`src/rtl/cpu55_mem_pkg.sv`:
```
// Shared memory-interface types for the CPU data path: access sizes, LSU states and the
// default data_ram address width.
package cpu55_mem_pkg;

  localparam int unsigned ADDR_W_DEF = 20;

  typedef enum logic [1:0] {
    SZ_BYTE = 2'b00,
    SZ_HALF = 2'b01,
    SZ_WORD = 2'b10,
    SZ_ILL  = 2'b11
  } size_e;

  typedef enum logic [1:0] {
    StIdle,
    StAccess,
    StWait,
    StResp
  } lsu_state_e;

endpackage

```
`src/rtl/lsu_align_chk.sv`:
```
// Combinational size/alignment/range check; yields the error flag and the one-hot
// word/half/byte strobes. Shared with the instruction-fetch path.
module lsu_align_chk
  import cpu55_mem_pkg::*;
#(
  parameter int unsigned ADDR_W = ADDR_W_DEF
) (
  input  logic [1:0]  i_size,
  input  logic [31:0] i_addr,
  output logic        o_err,
  output logic        o_w,
  output logic        o_h,
  output logic        o_b
);

  logic w_range_err;

  // Any address bit above the RAM's address width is out of range.
  assign w_range_err = ((i_addr >> ADDR_W) != 32'd0);

  always_comb begin
    o_w   = 1'b0;
    o_h   = 1'b0;
    o_b   = 1'b0;
    o_err = w_range_err;
    unique case (size_e'(i_size))
      SZ_BYTE: o_b = 1'b1;
      SZ_HALF: begin
        o_h   = 1'b1;
        o_err = w_range_err | i_addr[0];
      end
      SZ_WORD: begin
        o_w   = 1'b1;
        o_err = w_range_err | (i_addr[1:0] != 2'b00);
      end
      default: o_err = 1'b1;
    endcase
  end

endmodule

```
`src/rtl/lsu_ctrl.sv`:
```
// Load/store initiator between the execute stage and data_ram: one request at a time,
// registered RAM strobes, read-latency wait, single-cycle response and BadVAddr capture.
module lsu_ctrl
  import cpu55_mem_pkg::*;
#(
  parameter int unsigned ADDR_W = ADDR_W_DEF,
  parameter int unsigned RD_LAT = 1
) (
  input  logic              clk,
  input  logic              rst,
  input  logic              req_valid,
  output logic              req_ready,
  input  logic              req_we,
  input  logic [1:0]        req_size,
  input  logic              req_unsigned,
  input  logic [31:0]       req_addr,
  input  logic [31:0]       req_wdata,
  output logic              resp_valid,
  output logic [31:0]       resp_rdata,
  output logic              resp_err,
  output logic [31:0]       bad_vaddr,
  output logic              ram_ena,
  output logic              wena,
  output logic              w,
  output logic              h,
  output logic              b,
  output logic              z,
  output logic [ADDR_W-1:0] addr,
  output logic [31:0]       data_in,
  input  logic [31:0]       data_out,
  input  logic              AddressError
);

  lsu_state_e r_state, w_state_d;

  logic              w_accept;
  logic              w_chk_err, w_chk_w, w_chk_h, w_chk_b;
  logic              r_ram_ena, r_wena, r_w, r_h, r_b, r_z;
  logic [ADDR_W-1:0] r_addr;
  logic [31:0]       r_data_in;
  logic [31:0]       r_req_addr;
  logic              r_we;
  logic [1:0]        r_cnt;
  logic [31:0]       r_resp_rdata;
  logic              r_resp_err;
  logic [31:0]       r_bad_vaddr;

  lsu_align_chk #(
    .ADDR_W (ADDR_W)
  ) u_align_chk (
    .i_size (req_size),
    .i_addr (req_addr),
    .o_err  (w_chk_err),
    .o_w    (w_chk_w),
    .o_h    (w_chk_h),
    .o_b    (w_chk_b)
  );

  assign w_accept = req_valid && (r_state == StIdle);

  always_ff @(posedge clk or posedge rst) begin
    if (rst) r_state <= StIdle;
    else     r_state <= w_state_d;
  end

  always_comb begin
    w_state_d = r_state;
    unique case (r_state)
      StIdle:   if (w_accept) w_state_d = w_chk_err ? StResp : StAccess;
      StAccess: w_state_d = (AddressError || r_we) ? StResp : StWait;
      StWait:   if (r_cnt == 2'd1) w_state_d = StResp;
      StResp:   w_state_d = StIdle;
      default:  w_state_d = StIdle;
    endcase
  end

  always_ff @(posedge clk or posedge rst) begin
    if (rst) begin
      r_ram_ena    <= 1'b0;
      r_wena       <= 1'b0;
      r_w          <= 1'b0;
      r_h          <= 1'b0;
      r_b          <= 1'b0;
      r_z          <= 1'b0;
      r_addr       <= '0;
      r_data_in    <= '0;
      r_req_addr   <= '0;
      r_we         <= 1'b0;
      r_cnt        <= '0;
      r_resp_rdata <= '0;
      r_resp_err   <= 1'b0;
      r_bad_vaddr  <= '0;
    end else begin
      // Strobes are live only for the single ACCESS cycle; addr/data_in hold.
      r_ram_ena <= 1'b0;
      r_wena    <= 1'b0;
      r_w       <= 1'b0;
      r_h       <= 1'b0;
      r_b       <= 1'b0;
      r_z       <= 1'b0;
      unique case (r_state)
        StIdle: begin
          if (w_accept && w_chk_err) begin
            r_bad_vaddr  <= req_addr;
            r_resp_err   <= 1'b1;
            r_resp_rdata <= '0;
          end else if (w_accept) begin
            r_ram_ena  <= 1'b1;
            r_wena     <= req_we;
            r_w        <= w_chk_w;
            r_h        <= w_chk_h;
            r_b        <= w_chk_b;
            r_z        <= req_unsigned & ~req_we;
            r_addr     <= req_addr[ADDR_W-1:0];
            r_data_in  <= req_wdata;
            r_req_addr <= req_addr;
            r_we       <= req_we;
          end
        end
        StAccess: begin
          if (AddressError) begin
            r_bad_vaddr  <= r_req_addr;
            r_resp_err   <= 1'b1;
            r_resp_rdata <= '0;
          end else if (r_we) begin
            r_resp_err   <= 1'b0;
            r_resp_rdata <= '0;
          end else begin
            r_cnt <= 2'(RD_LAT);
          end
        end
        StWait: begin
          if (r_cnt == 2'd1) begin
            r_resp_rdata <= data_out;
            r_resp_err   <= 1'b0;
          end
          r_cnt <= r_cnt - 2'd1;
        end
        default: ;
      endcase
    end
  end

  assign req_ready  = (r_state == StIdle);
  assign resp_valid = (r_state == StResp);
  assign resp_rdata = r_resp_rdata;
  assign resp_err   = r_resp_err;
  assign bad_vaddr  = r_bad_vaddr;
  assign ram_ena    = r_ram_ena;
  assign wena       = r_wena;
  assign w          = r_w;
  assign h          = r_h;
  assign b          = r_b;
  assign z          = r_z;
  assign addr       = r_addr;
  assign data_in    = r_data_in;

endmodule

```
`config.mk`:
```
export PLATFORM = sky130hd
export DESIGN_NAME = lsu_ctrl
export DESIGN_NICKNAME = d
export VERILOG_FILES = /design/src/rtl/cpu55_mem_pkg.sv /design/src/rtl/lsu_align_chk.sv /design/src/rtl/lsu_ctrl.sv
export SDC_FILE = /design/constraint.sdc
export NUM_CORES = 1
export LEC_CHECK = 0
export CAP_MARGIN = 10
export CORE_ASPECT_RATIO = 1.2
export CORE_MARGIN = 5
export CORE_UTILIZATION = 25
export DETAILED_ROUTE_END_ITERATION = 10
export PLACE_DENSITY = 0.55
export SLEW_MARGIN = 20
export SYNTH_ARGS = -nofsm -noshare
export SYNTH_HDL_FRONTEND = slang
export SYNTH_SLANG_ARGS = --single-unit
export TNS_END_PERCENT = 30
```
`constraint.sdc`:
```
create_clock -name clk -period 4.7 [get_ports clk]
set_input_delay 0.705 -clock clk [delete_from_list [all_inputs] [get_ports clk]]
set_output_delay 0.705 -clock clk [all_outputs]
set_load 0.01 [all_outputs]
```
Figure 1. Pin placement.
Pins as bars across the die edge, other pins in grey.
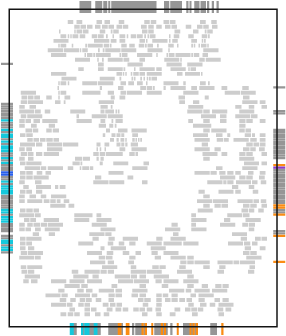
| colour | port | pins | direction | edge |
|---|---|---|---|---|
| orange | addr | 20 | output | 14 south, 6 east |
| cyan | req_wdata | 32 | input | 24 west, 8 south |
| blue | req_size | 2 | input | west |
| purple | b | 1 | output | east |
Chip Height: 182 microns
quantity of I/O buffers inserted on ports: 228
width of the die: 154 microns

==> summary.json <==
{
  "sta": {
    "period_minus_slack_ns": 3.04,
    "post-route-worst-setup-slack_ns": 1.66
  },
  "floorplanning": {
    "num_ports": 229
  },
  "outcome": {
    "run_status": "completed"
  },
  "synth": {
    "synth.avg_cell_area_sq_um": 13.5,
    "yosys-mux-area-fraction_pct": 28.8,
    "ys_sh_simple_pct": 4.06,
    "xors_xnors_by_area_pct": 0,
    "seq_area_frac_synth_pct": 56.6,
    "logic_family": "multiplexers",
    "post_synth_inst_count": 460
  },
  "worst_setup_path": {
    "worst_path_dominant_cell_family": "buffers and inverters",
    "timing.critical_path.from_type": "input pin"
  },
  "layout": {
    "layout.non_clock_inverters": 40,
    "share_of_cells_above_drive_strength_1_pct": 25.2,
    "layout.cells.most_common": "sky130_fd_sc_hd__clkdlybuf4s50_1"
  },
  "global_route": {
    "grt_overflow_total": 0
  },
  "hold_path": {
    "min_to": "resp_err$_DFFE_PP0P_"
  },
  "power": {
    "power_w": 0.00638
  },
  "routing": {
    "drt_wl_total_microns": 16700
  }
}
Figure 2. Clock routing.
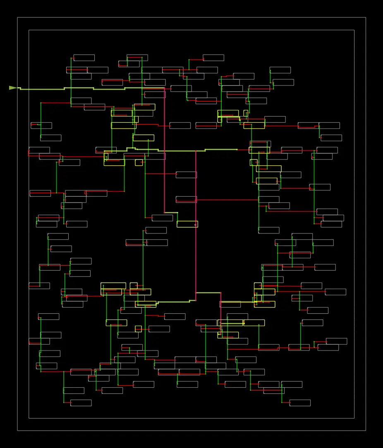
Worst Clk Skew: 0.00583 ns
Num CTS Buffers: 17
clk ins delay skew pair: 0.41 ns
power in the clock group: 0.00143 W
number of clock buffers in the layout: 17

==> routing by layer <==
layer | GRT usage, % | wire [microns] | share of wire (%) | vias up
met5 | 0 | 0 | 0 | -
met4 | 3.75 | 236 | 1.4 | 0
met3 | 4.44 | 1110 | 6.6 | 16
met2 | 20.0 | 8470 | 51 | 122
met1 | 14.3 | 6930 | 41 | 2092
li1 | - | - | - | 1950
==> synthesized netlist by cell type, drive strengths merged <==
master     n
a2111oi    1
a211oi     1
a21o       1
a21oi      2
a31o       1
a32o       1
and2       4
and4b      1
buf       35
clkbuf     7
dfrtp    140
ha         9
inv       40
mux2     130
mux2i     32
nand2     37
nand2b     2
nand3      2
nor2       2
nor3b      2
nor4       3
nor4b      1
o211ai     1
o21ai      4
o21bai     1
Power and IR drop assume default switching activity.
